**config.mk**
```make
export PLATFORM = sky130hd
export DESIGN_NAME = ring_token_arbiter
export DESIGN_NICKNAME = d
export VERILOG_FILES = /design/src/rtl/ring_token_arbiter_pkg.sv /design/src/rtl/ring_token_arbiter_rr_pick.sv /design/src/rtl/ring_token_arbiter.sv
export SDC_FILE = /design/constraint.sdc
export NUM_CORES = 1
export LEC_CHECK = 0
export CORE_MARGIN = 8
export CORE_UTILIZATION = 42
export DETAILED_ROUTE_END_ITERATION = 7
export GPL_TIMING_DRIVEN = 1
export PLACE_DENSITY = 0.86
export SLEW_MARGIN = 15
export SYNTH_ARGS = -nofsm -noshare
export SYNTH_HDL_FRONTEND = slang
export SYNTH_SLANG_ARGS = --single-unit
```
**constraint.sdc**
```tcl
create_clock -name clock -period 3.5 [get_ports clock]
set_input_delay 0.7 -clock clock [delete_from_list [all_inputs] [get_ports clock]]
set_output_delay 0.7 -clock clock [all_outputs]
set_load 0.02 [all_outputs]
```
**src/rtl/ring_token_arbiter_pkg.sv**
```systemverilog
// ring_token_arbiter_pkg: slot type codes and controller state encoding
package ring_token_arbiter_pkg;
  localparam logic [3:0] SLOT_TOKEN   = 4'd1;
  localparam logic [3:0] SLOT_ADDRESS = 4'd2;
  localparam logic [3:0] SLOT_WDATA   = 4'd3;
  localparam logic [3:0] SLOT_RDATA   = 4'd4;
  localparam logic [3:0] SLOT_NULL    = 4'd7;
  typedef enum logic [1:0] {ST_IDLE, ST_INJECT, ST_OWNED, ST_RELEASE} state_e;
endpackage

```
**src/rtl/ring_token_arbiter_rr_pick.sv**
```systemverilog
// rr_pick: combinational round-robin picker, first request at or after the pointer
module rr_pick #(
  parameter int N  = 4,
  parameter int IW = 2
) (
  input  logic [N-1:0]  req_i,
  input  logic [IW-1:0] ptr_i,
  output logic [N-1:0]  gnt_o,
  output logic [IW-1:0] idx_o,
  output logic          valid_o
);
  logic [IW-1:0] j;
  // scan offsets downward so the smallest offset from the pointer is written last and wins
  always_comb begin
    gnt_o = '0;
    idx_o = '0;
    j = '0;
    for (int k = N - 1; k >= 0; k--) begin
      j = IW'((int'(ptr_i) + k) % N);
      if (req_i[j]) begin
        gnt_o = '0;
        gnt_o[j] = 1'b1;
        idx_o = j;
      end
    end
  end
  assign valid_o = |req_i;
endmodule

```
**src/rtl/ring_token_arbiter.sv**
```systemverilog
// ring_token_arbiter: shares the circulating ring token among local requesters
module ring_token_arbiter
  import ring_token_arbiter_pkg::*;
#(
  parameter int         N_REQ      = 4,
  parameter int         MAX_CHAIN  = 2,
  parameter int         INIT_TOKEN = 0,
  parameter logic [3:0] TOKEN_TYPE = SLOT_TOKEN,
  parameter logic [3:0] NULL_TYPE  = SLOT_NULL
) (
  input  logic              clock,
  input  logic              reset,
  input  logic [31:0]       RingIn,
  input  logic [3:0]        SlotTypeIn,
  input  logic [3:0]        SourceIn,
  input  logic [3:0]        whichCore,
  input  logic [N_REQ-1:0]  wantsToken,
  input  logic [N_REQ-1:0]  reqDriveRing,
  input  logic [32*N_REQ-1:0] reqRingOut,
  input  logic [4*N_REQ-1:0]  reqSlotTypeOut,
  output logic [N_REQ-1:0]  acquireToken,
  output logic [31:0]       RingOut,
  output logic [3:0]        SlotTypeOut,
  output logic [3:0]        SourceOut,
  output logic              tokenHeld
);
  localparam int IW = (N_REQ > 1) ? $clog2(N_REQ) : 1;
  // the injecting core starts in INJECT so the first Null slot after reset carries the token
  localparam state_e RESET_STATE = (INIT_TOKEN != 0) ? ST_INJECT : ST_IDLE;
  state_e        state_q, state_d;
  logic [IW-1:0] owner_q, owner_d, rr_ptr_q, rr_ptr_d;
  logic [3:0]    chain_q, chain_d;
  logic [31:0]   ring_q, ring_d;
  logic [3:0]    type_q, type_d, src_q, src_d;
  logic          held_q, dup_q, dup, grant;
  logic [N_REQ-1:0] pick_gnt;
  logic [IW-1:0] pick_idx;
  logic          pick_vld, is_tok, is_null, own_drive, pick_drive;
  rr_pick #(.N(N_REQ), .IW(IW)) u_pick (
    .req_i   (wantsToken),
    .ptr_i   (rr_ptr_q),
    .gnt_o   (pick_gnt),
    .idx_o   (pick_idx),
    .valid_o (pick_vld)
  );
  assign is_tok     = SlotTypeIn == TOKEN_TYPE;
  assign is_null    = SlotTypeIn == NULL_TYPE;
  assign own_drive  = reqDriveRing[owner_q];
  assign pick_drive = reqDriveRing[pick_idx];
  // next-slot mux, grant decision and state transitions; grants are masked during reset
  always_comb begin
    state_d = state_q;
    owner_d = owner_q;
    rr_ptr_d = rr_ptr_q;
    chain_d = chain_q;
    ring_d = RingIn;
    type_d = SlotTypeIn;
    src_d = SourceIn;
    grant = 1'b0;
    dup = 1'b0;
    case (state_q)
      ST_INJECT: if (is_null) begin
        ring_d = '0;
        type_d = TOKEN_TYPE;
        src_d = whichCore;
        state_d = ST_IDLE;
      end
      ST_IDLE: grant = reset && is_tok && pick_vld;
      ST_OWNED: begin
        dup = is_tok;
        if (own_drive) begin
          if (!is_tok) begin
            ring_d = reqRingOut[32*int'(owner_q) +: 32];
            type_d = reqSlotTypeOut[4*int'(owner_q) +: 4];
            src_d = whichCore;
          end
        end else if (chain_q < 4'(MAX_CHAIN) && pick_vld && is_null) grant = reset;
        else state_d = ST_RELEASE;
      end
      default: begin
        dup = is_tok;
        if (is_null) begin
          ring_d = '0;
          type_d = TOKEN_TYPE;
          src_d = whichCore;
          state_d = ST_IDLE;
        end
      end
    endcase
    if (grant) begin
      owner_d = pick_idx;
      rr_ptr_d = (pick_idx == IW'(N_REQ - 1)) ? '0 : pick_idx + 1'b1;
      chain_d = (state_q == ST_IDLE) ? 4'd1 : chain_q + 4'd1;
      state_d = ST_OWNED;
      ring_d = pick_drive ? reqRingOut[32*int'(pick_idx) +: 32] : '0;
      type_d = pick_drive ? reqSlotTypeOut[4*int'(pick_idx) +: 4] : NULL_TYPE;
      src_d = whichCore;
    end
  end
  assign acquireToken = grant ? pick_gnt : '0;
  // controller state, registered ring stage and sticky duplicate-token flag
  always_ff @(posedge clock or negedge reset) begin
    if (!reset) begin
      state_q <= RESET_STATE;
      owner_q <= '0;
      rr_ptr_q <= '0;
      chain_q <= '0;
      ring_q <= '0;
      type_q <= NULL_TYPE;
      src_q <= '0;
      held_q <= 1'b0;
      dup_q <= 1'b0;
    end else begin
      state_q <= state_d;
      owner_q <= owner_d;
      rr_ptr_q <= rr_ptr_d;
      chain_q <= chain_d;
      ring_q <= ring_d;
      type_q <= type_d;
      src_q <= src_d;
      held_q <= (state_d == ST_OWNED) || (state_d == ST_RELEASE);
      dup_q <= dup_q | dup;
    end
  end
  assign RingOut = ring_q;
  assign SlotTypeOut = type_q;
  assign SourceOut = src_q;
  assign tokenHeld = held_q;
  assert property (@(posedge clock) disable iff (!reset) $onehot0(acquireToken));
  assert property (@(posedge clock) disable iff (!reset) !dup_q);
endmodule
```
Figure 1. Gate families picked out.
Bar = 20 um.
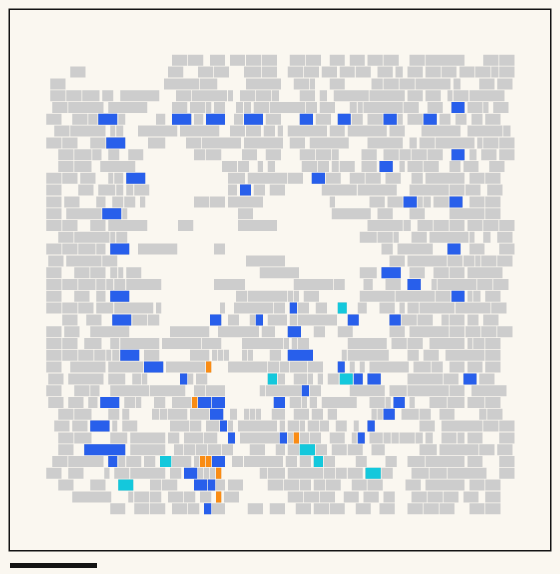
legend:
  cyan:
    family: and/or cells
    cells: 8
  blue:
    family: aoi and oai cells
    cells: 60
  orange:
    family: inv cells
    cells: 7

Figure 2. Where the registers sit.
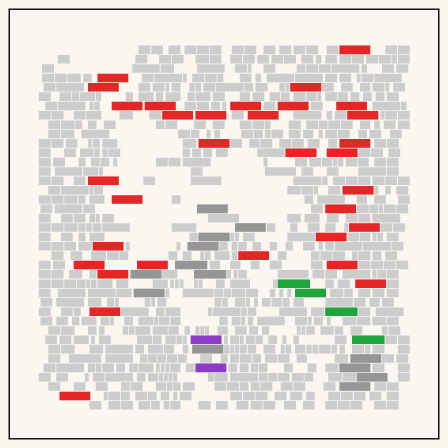
legend:
  purple:
    signal: `state_q`
    placed_flops: 2
  green:
    signal: `SlotTypeOut`
    placed_flops: 4
  red:
    signal: `RingOut`
    placed_flops: 32

==> impl_metrics.ini <==
; flow metrics
[synth]
syn_inst = 476
syn-mean-instance-area_sq_um = 10.38
syn-cell-area_sq_um = 4942
common_cells = nand2_1, mux2i_1, dfrtp_1
edf_count = 0
ys.flop_type = dfrtp_1

[place]
pre_cts_ws_ps = -414.3

[setup_path]
cp.depth = 6
rr_worst_depth = 9
arrival_ps = 2720
reg2reg_from = rr_ptr_q[0]$_DFFE_PN0N_
startpoint = reqDriveRing[3]
critPathTopFamily = buffers and inverters
start_kind = primary input

[power_and_ir_drop]
netSwitchingFraction_pct = 41.81
max-vdd-ir-drop_mv = 0.4213
p_seq_uw = 825
power_frac_clock_pct = 10.7
p_total_uw = 4577
power_leakage_uw = 0.003284
intPower_uw = 2663

[grt]
antenna_found_initial = 0
grt-busiest-layer = met2

[floorplanning]
fp-row-count = 39
io_pins = 243
nWellTaps = 143
die_w_um = 124.5

[routing]
via_count = 5287
drt-pass1-iter-count = 7
wl_met2_um = 10140
top_layer = met4
drt_iter0_markers = 529

[cells_and_area]
nFillCells = 860
seq_area_sq_um = 1282
finish.utilization_pct = 68.25
clock_area_share_pct = 1.807
num-nonclk-buffers = 285
nMultiInputCombCells = 375
largest_class = multi-input combinational cells
layout-drive-gt1-share_pct = 21.49

[timing]
rsz0062_at_grt = false
max_slew.worst_pin.slew_ps = 755.2
clock-skew-final_ps = 7.285
finalSetupViolCount = 0
fin_crit_sh_pct = 97.84

[outcome]
status = finished, final reports clean

[worst_hold_path]
worstHoldStart = chain_q[0]$_DFFE_PN0N_

[clock_network]
worstSkewPairLatency_ps = 290
